===== src/rtl/packet_pkg.sv =====
// Shared command/error codes and FSM state encoding for the host-command frame decoder.
package packet_pkg;

  localparam logic [7:0] CMD_WRITE = 8'h00;
  localparam logic [7:0] CMD_READ  = 8'h01;

  localparam logic [1:0] ERR_OK      = 2'b00;
  localparam logic [1:0] ERR_CMD     = 2'b01;
  localparam logic [1:0] ERR_TIMEOUT = 2'b10;
  localparam logic [1:0] ERR_CHK     = 2'b11;

  typedef enum logic [2:0] {
    S_CMD   = 3'd0,
    S_ADDR  = 3'd1,
    S_DATA  = 3'd2,
    S_CHK   = 3'd3,
    S_OUT   = 3'd4,
    S_FLUSH = 3'd5
  } state_t;

endpackage


===== src/rtl/gap_timer.sv =====
// Counts consecutive idle cycles; expired flags the idle cycle on which the count reaches TIMEOUT_CYCLES.
module gap_timer #(
  parameter int unsigned TIMEOUT_CYCLES = 300
) (
  input  logic clock,
  input  logic reset,
  input  logic clear,
  input  logic enable,
  output logic expired
);

  localparam int unsigned CW = $clog2(TIMEOUT_CYCLES + 1);
  localparam logic [CW-1:0] LAST  = CW'(TIMEOUT_CYCLES - 1);
  localparam logic [CW-1:0] LIMIT = CW'(TIMEOUT_CYCLES);

  logic [CW-1:0] count;

  always_ff @(posedge clock) begin
    if (reset || clear) begin
      count <= '0;
    end else if (enable && (count != LIMIT)) begin
      count <= count + 1'b1;
    end
  end

  // Combinational so the owner can act on the same idle cycle the count hits the limit.
  assign expired = enable && (count == LAST);

endmodule


===== src/rtl/packet_decoder.sv =====
// Host-command frame decoder: command, little-endian address, optional write data and XOR checksum,
// one result per frame over valid/ready, with timeout detection and flush-until-idle resync.
module packet_decoder
  import packet_pkg::*;
#(
  parameter int unsigned ADDR_BYTES     = 2,
  parameter int unsigned ADDR_WIDTH     = 15,
  parameter int unsigned DATA_BYTES     = 4,
  parameter int unsigned TIMEOUT_CYCLES = 300,
  parameter bit          CHECKSUM_EN    = 1'b1
) (
  input  logic                    clock,
  input  logic                    reset,
  input  logic [7:0]              i_byte,
  input  logic                    i_byte_valid,
  output logic                    o_valid,
  input  logic                    i_ready,
  output logic [7:0]              o_command,
  output logic [ADDR_WIDTH-1:0]   o_address,
  output logic [8*DATA_BYTES-1:0] o_data,
  output logic                    o_readwrite,
  output logic [1:0]              o_error,
  output logic                    o_overrun
);

  localparam int unsigned MAXB = (ADDR_BYTES > DATA_BYTES) ? ADDR_BYTES : DATA_BYTES;
  localparam int unsigned IW   = $clog2(MAXB + 1);

  state_t        state;
  logic [IW-1:0] idx;
  logic [7:0]    acc;
  logic          in_frame;
  logic          gap_enable;
  logic          gap_clear;
  logic          expired;

  assign in_frame   = (state == S_ADDR) || (state == S_DATA) || (state == S_CHK);
  assign gap_enable = !i_byte_valid && (in_frame || (state == S_FLUSH));
  assign gap_clear  = i_byte_valid || !(in_frame || (state == S_FLUSH));
  assign o_valid    = (state == S_OUT);

  gap_timer #(
    .TIMEOUT_CYCLES(TIMEOUT_CYCLES)
  ) u_gap_timer (
    .clock  (clock),
    .reset  (reset),
    .clear  (gap_clear),
    .enable (gap_enable),
    .expired(expired)
  );

  always_ff @(posedge clock) begin
    if (reset) begin
      state       <= S_CMD;
      idx         <= '0;
      acc         <= '0;
      o_command   <= '0;
      o_address   <= '0;
      o_data      <= '0;
      o_readwrite <= 1'b0;
      o_error     <= ERR_OK;
      o_overrun   <= 1'b0;
    end else begin
      o_overrun <= i_byte_valid && (state == S_OUT);
      case (state)
        S_CMD: begin
          if (i_byte_valid) begin
            o_command   <= i_byte;
            o_address   <= '0;
            o_data      <= '0;
            acc         <= i_byte;
            idx         <= '0;
            o_readwrite <= (i_byte == CMD_READ);
            if ((i_byte == CMD_WRITE) || (i_byte == CMD_READ)) begin
              o_error <= ERR_OK;
              state   <= S_ADDR;
            end else begin
              o_error <= ERR_CMD;
              state   <= S_OUT;
            end
          end
        end
        S_ADDR: begin
          if (i_byte_valid) begin
            // Bit-wise placement drops received address bits above ADDR_WIDTH.
            for (int unsigned b = 0; b < ADDR_WIDTH; b++) begin
              if (idx == IW'(b / 8)) o_address[b] <= i_byte[b % 8];
            end
            acc <= acc ^ i_byte;
            if (idx == IW'(ADDR_BYTES - 1)) begin
              idx <= '0;
              if (!o_readwrite)     state <= S_DATA;
              else if (CHECKSUM_EN) state <= S_CHK;
              else                  state <= S_OUT;
            end else begin
              idx <= idx + 1'b1;
            end
          end else if (expired) begin
            o_error <= ERR_TIMEOUT;
            o_data  <= '0;
            state   <= S_OUT;
          end
        end
        S_DATA: begin
          if (i_byte_valid) begin
            for (int unsigned k = 0; k < DATA_BYTES; k++) begin
              if (idx == IW'(k)) o_data[8*k +: 8] <= i_byte;
            end
            acc <= acc ^ i_byte;
            if (idx == IW'(DATA_BYTES - 1)) begin
              idx   <= '0;
              state <= CHECKSUM_EN ? S_CHK : S_OUT;
            end else begin
              idx <= idx + 1'b1;
            end
          end else if (expired) begin
            o_error <= ERR_TIMEOUT;
            o_data  <= '0;
            state   <= S_OUT;
          end
        end
        S_CHK: begin
          if (i_byte_valid) begin
            if (i_byte == acc) begin
              o_error <= ERR_OK;
            end else begin
              o_error <= ERR_CHK;
              o_data  <= '0;
            end
            state <= S_OUT;
          end else if (expired) begin
            o_error <= ERR_TIMEOUT;
            o_data  <= '0;
            state   <= S_OUT;
          end
        end
        S_OUT: begin
          if (i_ready) state <= (o_error == ERR_OK) ? S_CMD : S_FLUSH;
        end
        S_FLUSH: begin
          if (expired) state <= S_CMD;
        end
        default: state <= S_CMD;
      endcase
    end
  end

endmodule

===== config.mk =====
export PLATFORM = sky130hd
export DESIGN_NAME = packet_decoder
export DESIGN_NICKNAME = d
export VERILOG_FILES = /design/src/rtl/packet_pkg.sv /design/src/rtl/gap_timer.sv /design/src/rtl/packet_decoder.sv
export SDC_FILE = /design/constraint.sdc
export NUM_CORES = 1
export LEC_CHECK = 0
export ABC_AREA = 1
export CAP_MARGIN = 30
export CELL_PAD_IN_SITES_DETAIL_PLACEMENT = 1
export CELL_PAD_IN_SITES_GLOBAL_PLACEMENT = 2
export CORE_MARGIN = 1.5
export CORE_UTILIZATION = 26
export CTS_CLUSTER_SIZE = 28
export DETAILED_ROUTE_END_ITERATION = 16
export GPL_TIMING_DRIVEN = 0
export PLACE_DENSITY = 0.75
export SKIP_LAST_GASP = 1
export SYNTH_ARGS = -nofsm -noshare
export SYNTH_HDL_FRONTEND = slang
export SYNTH_HIERARCHICAL = 1
export SYNTH_SLANG_ARGS = --single-unit

===== constraint.sdc =====
create_clock -name clock -period 2.9 [get_ports clock]
set_clock_uncertainty 0.05 [all_clocks]
set_input_delay 0.58 -clock clock [delete_from_list [all_inputs] [get_ports clock]]
set_output_delay 0.58 -clock clock [all_outputs]
set_load 0.1 [all_outputs]

==> flow_metrics.env, run 1 <==
# yosys + openroad results
export IMPL_yosys_warnings=6
export IMPL_ys_chip_area_sq_um=4670
export IMPL_clkTransAtPathRegs_ps=60
export IMPL_ant_nets=0
export IMPL_aoi_share_pct=15.4
export IMPL_critPathLaunchType="flop"
export IMPL_warnings=31
export IMPL_grt_max_degree=14
export IMPL_finalMaxSlewViolations=0
export IMPL_vdd_drop_max_v=0.000299
export IMPL_power_density_nw_per_um2=839
export IMPL_ys_types=34
export IMPL_yosys_cells=728
export IMPL_fin_cells=1040
export IMPL_synth_seq_share_pct=35.1
export IMPL_synth_xor_area_share_pct=1.69
export IMPL_first_iter_violations=171
export IMPL_hpwl_um=12800
export IMPL_pwr_share_seq_pct=27.5
export IMPL_rows=48
export IMPL_finalHoldViolCount=0
export IMPL_antenna_cells=0
export IMPL_worstMarginPinSlew_ps=994
export IMPL_cts_root_buf="clkbuf_16"
export IMPL_grt_ovfl_total=0
export IMPL_rsz0062_at_grt="no"
export IMPL_portBuffers=70
export IMPL_nNetsFinal=830
export IMPL_finalSetupViolCount=0
export IMPL_swShare_pct=47.6
export IMPL_crit_fanout=7
export IMPL_synth_cell_area_sq_um=4670
export IMPL_core_sq_um=17400
export IMPL_adder_share_pct=2.14
export IMPL_lay_top_count="nand2_1"
export IMPL_io_pins=72
export IMPL_drc=0
export IMPL_maxCapViolations=0
export IMPL_power_frac_clock_pct=25.1
export IMPL_period_used_pct=93.0
export IMPL_ctsHoldBuffers=0
export IMPL_ys_sh_mux_pct=0.214
export IMPL_vias_per_cell=4.71
export IMPL_final_cell_mix="198 x nand2_1, 104 x inv_1, 82 x nor2_1, 81 x dfxtp_1, 69 x clkdlybuf4s50_1"
export IMPL_period_minus_slack_ps=2700
export IMPL_slew_headroom_pct=33.5
export IMPL_simple_gate_share_pct=32.9
export IMPL_ctsHtreeMaxLevel=3
export IMPL_min_path_type="reg2reg"
export IMPL_synthCells=728
export IMPL_clock_tree_buffer_depth=2
export IMPL_postLayoutCellArea_sq_um=6020
export IMPL_area_growth_syn_to_layout_pct=28.8
export IMPL_fp_dieW_um=137
export IMPL_status="finished clean"
export IMPL_crit_type="reg2out"
export IMPL_gp_congestion=0.834
export IMPL_fillers=2248
export IMPL_die_area_sq_um=18800
export IMPL_drtPass1Iterations=4
export IMPL_leakage_nw=2.58
export IMPL_grt_pass1_wl_um=26700
export IMPL_cts_tree="yes"
export IMPL_floorplan_nets=748
export IMPL_combPwrFrac_pct=47.3
export IMPL_worst_setup_path_end_kind="output port"
export IMPL_die_y_um=137
export IMPL_fp_util_pct=26.8
export IMPL_wl_per_cell_um=16.0
export IMPL_required_ps=2270
export IMPL_synth_avg_cell_area_sq_um=6.42
export IMPL_timing_fmax_mhz=371
export IMPL_grt_pass1_vias=5019
export IMPL_cp_arrival_ps=2070
export IMPL_drive_gt1_share_pct=8.47
export IMPL_insertion_delay_ps=350
export IMPL_place_area_sq_um=5660
-- run 1: power groups by stage --
stage                     sequential, W  combinational (W)  clock [W]
after floorplan                 0.00241           0.000818          0
after global placement          0.00141            0.00236          0
after detailed placement        0.00142            0.00240          0
after CTS                       0.00140            0.00241    0.00131
after global routing            0.00141            0.00256    0.00135
final                           0.00139            0.00239    0.00127
-- run 1: critical path: stages (launching register included) --
cell and delay (ps):
dfxtp_1 410, nor2_2 210, nand2_1 130, inv_1 110, dlygate4sd2_1 860
-- run 1: metal layers --
metal / part of all wire, % / track usage [%] / vias to the layer above
met5: 0 / 0 / -
met4: 1.5 / 6.84 / 0
met3: 4.9 / 2.67 / 16
met2: 47 / 31.2 / 84
met1: 47 / 24.5 / 2345
li1: - / - / 2457
-- run 1: registers in the layout (all words and copies together) (netlist names) --
signal and cells:
o_data 32, o_address 15, u_gap_timer/count 9, acc 8, o_command 8, idx 3, state 3, o_error 2
o_overrun 1, o_readwrite 1
-- run 1: per-stage QoR --
| step | TNS, ps | worst slack (ps) | utilization [%] | hold slack, ps | total power, W |
|---|---|---|---|---|---|
| 6_report | 0 | 204 | 34.6 | 400 | 0.00505 |
| 5_1_grt | 0 | 34.4 | 34.6 | 427 | 0.00533 |
| 4_1_cts | 0 | 87.3 | 34.5 | 405 | 0.00511 |
| 3_5_place_dp | -26880 | -935 | 32.5 | 395 | 0.00381 |
| 3_3_place_gp | -22530 | -815 | 32.5 | 389 | 0.00377 |
| 2_1_floorplan | 0 | 97.5 | - | 413 | 0.00322 |
-- run 1: final timing paths --
check             depth (start not counted)                       from                        end  slack [ps]
setup reg to reg                         15      state[0]$_SDFFE_PP0P_    o_data[31]$_SDFFE_PP0P_         270
hold reg to reg                           2  o_address[9]$_SDFFE_PP0P_  o_address[9]$_SDFFE_PP0P_         400
setup / recovery                          4      state[1]$_SDFFE_PP0P_                    o_valid         200
hold / removal                            2  o_address[9]$_SDFFE_PP0P_  o_address[9]$_SDFFE_PP0P_         400
-- run 1: synthesized netlist by cell type, drive strengths merged --
library cell	count	share of area, %
a21oi	67	8.1
a31oi	2	0.27
and2	1	0.13
buf	16	2.6
clkbuf	12	0.96
clkinv	2	0.16
dfxtp	82	35
ha	8	2.1
inv	110	8.8
mux2i	1	0.21
nand2	204	17
nand3	32	4.0
nand4	24	3.2
nor2	91	8.0
nor3	4	0.67
nor4	1	0.13
o211ai	1	0.16
o21ai	58	6.3
o221ai	2	0.37
o22a	1	0.19
xnor2	7	1.3
xor2	2	0.37
-- run 1: area by class of cell --
| type | count | area, sq um | share of cell area [%] |
|---|---|---|---|
| Multi-Input combinational cell | 506 | 2470 | 41.0 |
| Sequential cell | 82 | 1640 | 27.3 |
| Timing Repair Buffer | 71 | 707 | 11.7 |
| Inverter | 112 | 420 | 6.98 |
| Tap cell | 225 | 282 | 4.68 |
| Clock buffer | 12 | 246 | 4.09 |
| Buffer | 28 | 178 | 2.95 |
| Clock inverter | 4 | 75.1 | 1.25 |
-- run 1: repair_timing --
item / CTS / global route
resized: 11 / 5
endpoints found under the setup margin: 38 / 33
buffers inserted: 1 / 0
pin swaps: 1 / 0
==> run_1/final_congestion.png <==
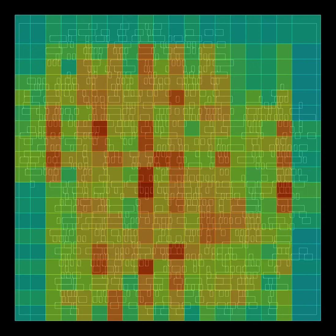
grt met3 use: 2.67%
Global Route Usage Sum: 18.7%

==> run_1/met1.png <==
Scale bar: 50 um.
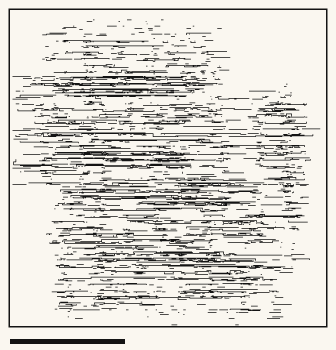
nets with wire on the layer: 770
share of all routed wire: 47%
longest straight run: 48.8 um
wire length on this layer: 7,850 um
main direction: horizontal
routed vias: 4,902
final WL: 16,700 um
GR Util met1: 24.5%

==> run_1/met3.png <==
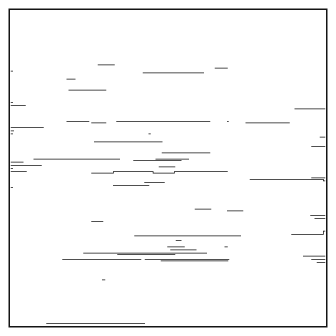
nets with wire on the layer: 43
longest straight run: 53.4 um
main direction: horizontal

==> inputs of run 2 (changes only) <==
--- a/config.mk
+++ b/config.mk
@@ -10,13 +10,12 @@
 export CELL_PAD_IN_SITES_DETAIL_PLACEMENT = 1
 export CELL_PAD_IN_SITES_GLOBAL_PLACEMENT = 2
 export CORE_MARGIN = 1.5
-export CORE_UTILIZATION = 26
+export CORE_UTILIZATION = 27
 export CTS_CLUSTER_SIZE = 28
 export DETAILED_ROUTE_END_ITERATION = 16
 export GPL_TIMING_DRIVEN = 0
-export PLACE_DENSITY = 0.75
+export PLACE_DENSITY = 0.76
 export SKIP_LAST_GASP = 1
 export SYNTH_ARGS = -nofsm -noshare
 export SYNTH_HDL_FRONTEND = slang
-export SYNTH_HIERARCHICAL = 1
 export SYNTH_SLANG_ARGS = --single-unit
==> run 2 against run 1 <==
Sequential power rose by 22%. Cell count rose by 1.2%. Critical path depth rose by 1. Combinational power rose by 110%. Largest cell class unchanged. Largest power group unchanged. Clock power fell by about 10%. Cell area rose by 2.0%. Maximum frequency rose by 1.6%. Critical endpoint unchanged. Count of clock-buffer cells in the layout did not move. Power rose by 52%. Non-clock buffer count did not move.
==> flow_metrics.env, run 2 <==
# yosys + openroad results
export IMPL_critPathLaunchType="flop"
export IMPL_synth_most_common_cell="nand2_1"
export IMPL_crit_type="reg2out"
export IMPL_min_path_type="reg2reg"
export IMPL_rows=48
export IMPL_flop_cell="dfxtp_1"
export IMPL_die_area_sq_um=18900
export IMPL_grt_pass1_wl_um=26700
export IMPL_die_y_um=137
export IMPL_place_area_sq_um=5870
export IMPL_fin_setup_tns_ps=0
export IMPL_first_iter_violations=157
export IMPL_aoi_share_pct=13.7
export IMPL_core_sq_um=17500
export IMPL_adder_share_pct=2.05
export IMPL_hold_ws_ps=423
export IMPL_reg2reg_depth=10
export IMPL_min_from="acc[6]$_SDFFE_PP0P_"
export IMPL_ctsHtreeMaxLevel=3
export IMPL_rsz0062_at_grt="no"
export IMPL_largest_area_cell="dfxtp_1"
export IMPL_slowest_stage="dlygate4sd2_1"
export IMPL_reg2reg_to="o_data[7]$_SDFFE_PP0P_"
export IMPL_edf_count=0
export IMPL_reg_top3="o_data x32, o_address x15, u_gap_timer.count x9"
export IMPL_fin_util_pct=35.1
export IMPL_path_cells="buf_6, nor2_8, nand2_1, inv_1, dlygate4sd2_1"
export IMPL_status="finished clean"
export IMPL_crit_path_max_incr_delay_ps=840
export IMPL_portBuffers=71
export IMPL_drc=0
export IMPL_fp_dieW_um=137
export IMPL_largest_register_ffs=32
export IMPL_cts_tree="yes"
export IMPL_synth_avg_cell_area_sq_um=6.59
export IMPL_period_used_pct=91.5
export IMPL_ys_chip_area_sq_um=4880
export IMPL_ys_types=42
export IMPL_cts_setup_buffers=0
export IMPL_final_cell_mix="198 x nand2_1, 122 x nor2_1, 97 x inv_1, 82 x dfxtp_1, 70 x clkdlybuf4s50_1"
export IMPL_warnings=31
export IMPL_r2r_start="idx[0]$_SDFFE_PP0P_"
export IMPL_grt_max_degree=13
export IMPL_finalMaxSlewViolations=0
export IMPL_timing_fmax_mhz=377
export IMPL_wl_per_cell_um=15.6
export IMPL_wl_met3_um=481
export IMPL_maxCapViolations=0
export IMPL_nNetsFinal=843
export IMPL_cp_arrival_ps=2020
export IMPL_topCellsByArea="dfxtp_1 34%, nand2_1 15%, nor2_1 9.4%"
export IMPL_top_layer="met4"
export IMPL_grt_ovfl_total=0
export IMPL_yosys_warnings=0
==> run 2: netlist changes by cell type in the layout (fill, tap and decap cells not counted), moves of 5 or more <==
| cell | change |
|---|---|
| nor2_1 | +40 |
| a21oi_1 | -16 |
| nand4_1 | -10 |
| nand3_1 | -8 |
| inv_1 | -7 |
| o21ai_1 | -7 |
| o221a_2 | +6 |
| a21oi_4 | -5 |
| buf_6 | +5 |
| inv_2 | +5 |
| nor3_1 | +5 |
==> run 2: metal layers <==
layer / up-vias / global-route usage, %
met4: 0 / 5.15
met5: - / 0
met1: 2325 / 22.9
met3: 14 / 3.35
li1: 2486 / -
met2: 60 / 32.6
==> run 2: final cells by class <==
class,count,area (sq um)
Multi-Input combinational cell,520,2610
Buffer,28,206
Clock inverter,3,15.0
Inverter,111,424
Timing Repair Buffer,71,709
Clock buffer,12,256
Tap cell,225,282
Fill cell,2219,11300
Sequential cell,82,1640
==> run 2: logic make-up after synthesis <==
| family | count (synthesis) |
|---|---|
| AND/OR/NAND/NOR | 393 |
| XOR/XNOR | 5 |
| buffers and inverters | 139 |
| AND-OR/OR-AND | 114 |
| adder cells (fa/ha/maj) | 8 |
| flip-flops | 82 |
==> run 2: worst max-delay path: cells and delay by family, from the launching register on <==
family,cells,cell delay [ps]
buffers and inverters,3,1060
and+or+nand+nor,2,310
DFF,1,310
==> run 2: stage by stage <==
stage	cells	setup slack [ps]	total power, W
6_report	1052	247	0.00769
4_1_cts	1052	197	0.00779
5_1_grt	1052	137	0.00824
2_1_floorplan	741	977	0.00549
3_5_place_dp	1037	304	0.00667
3_3_place_gp	1037	316	0.00654
==> run 2: worst max-delay path by stage <==
stage	startpoint	end	slack [ps]	cells after the start
after floorplan	state[0]$_SDFFE_PP0P_	o_valid	980	4
after global placement	state[0]$_SDFFE_PP0P_	o_valid	320	5
after detailed placement	state[0]$_SDFFE_PP0P_	o_valid	300	5
after CTS	state[0]$_SDFFE_PP0P_	o_valid	200	5
after global routing	state[0]$_SDFFE_PP0P_	o_valid	140	5
final	state[0]$_SDFFE_PP0P_	o_valid	250	5
==> run 2: repair_timing <==
action                                  4_1_cts  5_1_grt
hold buffers                                  0        0
gates resized                                 1        0
endpoints found under the setup margin        1        0
==> run 2: report_power, final <==
group          leakage, nW  switching (W)  internal [W]
clock network        0.138       0.000473      0.000618
registers            0.673       0.000236       0.00146
logic                 1.87        0.00364       0.00126
==> run_2/met2.png <==
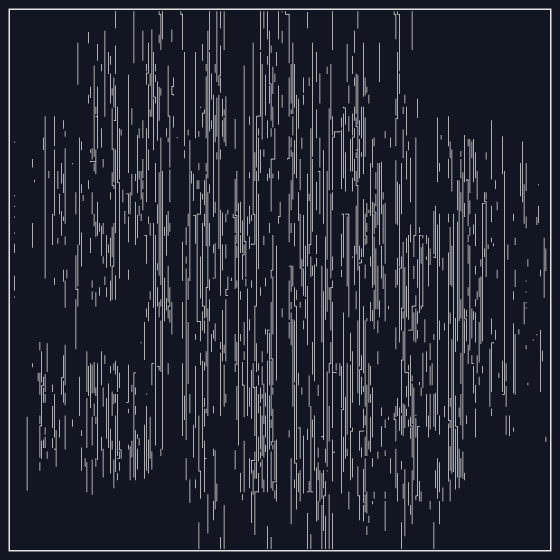
share of all routed wire: 50%
longest straight run: 70.7 um
met2 Use GR: 32.6%
routed vias: 4,885
final WL: 16,400 um

==> run_2/met1.png <==
Scale bar: 50 um.
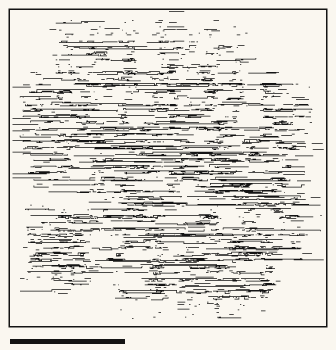
nets with wire on the layer: 788
main direction: horizontal
wire length on this layer: 7,610 um
GR Util met1: 22.9%

==> inputs of run 3 (changes only) <==
--- a/config.mk
+++ b/config.mk
@@ -9,6 +9,7 @@
 export CAP_MARGIN = 30
 export CELL_PAD_IN_SITES_DETAIL_PLACEMENT = 1
 export CELL_PAD_IN_SITES_GLOBAL_PLACEMENT = 2
+export CORE_ASPECT_RATIO = 1.4
 export CORE_MARGIN = 1.5
 export CORE_UTILIZATION = 27
 export CTS_CLUSTER_SIZE = 28
==> run 3 against run 2 <==
Register-to-register slack better by 70 ps. First-iteration DRC count up 6.4%. Power up 2.1%. Sequential share of layout area down 0.29 points. Global-route usage up 0.097 points. Critical path type unchanged. Largest cell class unchanged. Largest power group unchanged. Highest routed layer unchanged.
==> flow_metrics.env, run 3 <==
# yosys + openroad results
export IMPL_largest_register_ffs=32
export IMPL_synth_seq_share_pct=33.6
export IMPL_status="finished clean"
export IMPL_maxCapViolations=0
export IMPL_simple_gate_share_pct=36.8
export IMPL_hpwl_um=13000
export IMPL_leakage_nw=2.70
export IMPL_synth_xor_area_share_pct=0.897
export IMPL_min_path_type="reg2reg"
export IMPL_insertion_delay_ps=340
export IMPL_grt_max_degree=14
export IMPL_drc=0
export IMPL_finalMaxSlewViolations=0
export IMPL_vdd_drop_max_v=0.000390
export IMPL_fin_cells=1068
export IMPL_vias_per_cell=4.65
export IMPL_ctsHoldBuffers=0
export IMPL_crit_type="reg2out"
export IMPL_fp_util_pct=27.3
export IMPL_grt_ovfl_total=0
export IMPL_yosys_cells=741
export IMPL_fp_dieW_um=117
export IMPL_first_iter_violations=167
export IMPL_cts_tree="yes"
export IMPL_fin_setup_tns_ps=0
export IMPL_swShare_pct=55.5
export IMPL_grt_pass1_wl_um=27200
export IMPL_core_sq_um=17900
export IMPL_power_switching_w=0.00436
export IMPL_ys_types=42
export IMPL_grt_pass1_vias=5239
export IMPL_fillers=2334
export IMPL_yosys_warnings=0
export IMPL_drtPass1Iterations=4
export IMPL_ys_chip_area_sq_um=4880
export IMPL_synth_avg_cell_area_sq_um=6.59
export IMPL_die_area_sq_um=18900
export IMPL_adder_share_pct=2.05
export IMPL_finalSetupViolCount=0
export IMPL_rsz0062_at_grt="no"
export IMPL_async_flop_share_pct=0
export IMPL_ctsHtreeMaxLevel=3
export IMPL_dp_cells=1052
export IMPL_lay_top_count="nand2_1"
export IMPL_ys_sh_mux_pct=0
export IMPL_clkTransAtPathRegs_ps=60
export IMPL_ant_nets=0
export IMPL_aoi_share_pct=13.7
export IMPL_nNetsFinal=843
export IMPL_cts_setup_buffers=0
export IMPL_slew_headroom_pct=33.5
export IMPL_yosys_top_cells_count="198 x nand2_1, 122 x nor2_1, 97 x inv_1, 82 x dfxtp_1, 46 x a21oi_1"
export IMPL_flop_cell="dfxtp_1"
export IMPL_critPathLaunchType="flop"
export IMPL_portBuffers=71
export IMPL_grt_usage_pct=18.6
export IMPL_rows=58
export IMPL_topCellsByArea="dfxtp_1 34%, nand2_1 15%, nor2_1 9.4%"
export IMPL_floorplan_nets=761
export IMPL_largest_area_cell="dfxtp_1"
export IMPL_power_density_nw_per_um2=1260
export IMPL_pwr_share_seq_pct=21.6
export IMPL_power_frac_clock_pct=16.1
export IMPL_max_flop_register="o_data"
export IMPL_warnings=31
export IMPL_area_growth_syn_to_layout_pct=27.3
export IMPL_cts_root_buf="clkbuf_16"
export IMPL_synth_cell_area_sq_um=4880
export IMPL_final_cell_mix="198 x nand2_1, 122 x nor2_1, 97 x inv_1, 82 x dfxtp_1, 70 x clkdlybuf4s50_1"
export IMPL_cp_arrival_ps=2070
export IMPL_antenna_cells=0
export IMPL_required_ps=2270
export IMPL_combPwrFrac_pct=62.4
export IMPL_p_int_w=0.00350
export IMPL_crit_fanout=8
export IMPL_gp_congestion=0.839
export IMPL_period_used_pct=93.1
export IMPL_die_y_um=162
export IMPL_io_pins=72
export IMPL_synth_top_area_share_pct=33.6
export IMPL_worst_setup_path_end_kind="output port"
export IMPL_reg_top3="o_data x32, o_address x15, u_gap_timer.count x9"
export IMPL_period_minus_slack_ps=2700
export IMPL_timing_fmax_mhz=371
export IMPL_finalHoldViolCount=0
export IMPL_drive_gt1_share_pct=10.9
export IMPL_synthCells=741
-- run 3: cell counts after synthesis --
Identical to the previous run, type by type.
-- run 3: final cells by class --
type	instances	area, sq um	share of cell area (%)
multi-input combinational	520	2610	42.0
sequential	82	1640	26.4
timing repair buffer	71	709	11.4
inverter	111	424	6.83
tap	240	300	4.84
clock buffer	11	243	3.91
buffer	28	206	3.32
clock inverter	5	77.6	1.25
-- run 3: power groups by stage --
stage	Sequential, W	Clock, W	Combinational, W
global route	0.00174	0.00135	0.00531
detailed placement	0.00172	0	0.00494
CTS	0.00170	0.00131	0.00494
finish	0.00169	0.00126	0.00490
global placement	0.00171	0	0.00483
floorplan	0.00349	0	0.00200
-- run 3: cell families after synthesis --
group | Yosys count
AND-OR/OR-AND | 114
XOR/XNOR | 5
adder cells (fa/ha/maj) | 8
buffers and inverters | 139
flip-flops | 82
AND/OR/NAND/NOR | 393
-- run 3: path summary, 6_finish.rpt --
path	slack [ps]	startpoint	to	depth (start not counted)
setup / recovery	200	state[0]$_SDFFE_PP0P_	o_valid	5
hold / removal	420	o_command[2]$_SDFFE_PP0P_	o_command[2]$_SDFFE_PP0P_	2
setup reg to reg	1100	u_gap_timer.count[0]$_SDFFE_PP0P_	o_data[29]$_SDFFE_PP0P_	9
hold reg to reg	420	o_command[2]$_SDFFE_PP0P_	o_command[2]$_SDFFE_PP0P_	2
-- run 3: repair_timing --
action | CTS | global route
gates resized | 1 | 0
hold endpoints to repair | 0 | 0
endpoints found under the setup margin | 1 | 0
-- run 3: routing by layer --
metal  vias to the layer above  routed length, um  track usage, %
li1                       2483                  -               -
met1                      2398               7200            22.2
met2                        70               8610            33.6
met3                        15                406            2.61
met4                         0                347            6.24
met5                         -                  0               0
-- run 3: worst max-delay path, stage by stage (launching register included) --
cell	delay (ps)
dfxtp_1	310
buf_6	150
nor2_8	190
nand2_1	150
inv_1	80
dlygate4sd2_1	840
-- run 3: per-stage QoR --
step           power (W)  hold WS, ps  setup WS, ps  area [sq um]  util, %
2_1_floorplan    0.00549          394           977          4880        -
3_3_place_gp     0.00654          399           262          5890     33.0
3_5_place_dp     0.00666          414           253          5890     33.0
4_1_cts          0.00795          430           161          6210     34.8
5_1_grt          0.00839          458           106          6210     34.8
6_report         0.00785          421           201          6210     34.8
==> run_3/final_congestion.png <==
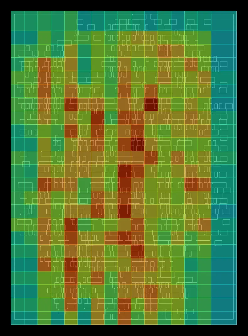
Finished Core Util: 34.8%
average wire per standard cell: 15.5 um
met2 Use GR: 33.6%
GR Util met1: 22.2%

==> run_3/met1.png <==
Scale bar: 20 um.
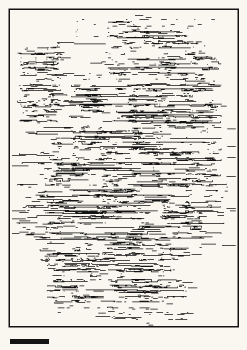
share of all routed wire: 43%
main direction: horizontal
final WL: 16,600 um
routed vias: 4,966

No activity file was given, so power comes from the tool's default toggle rates.
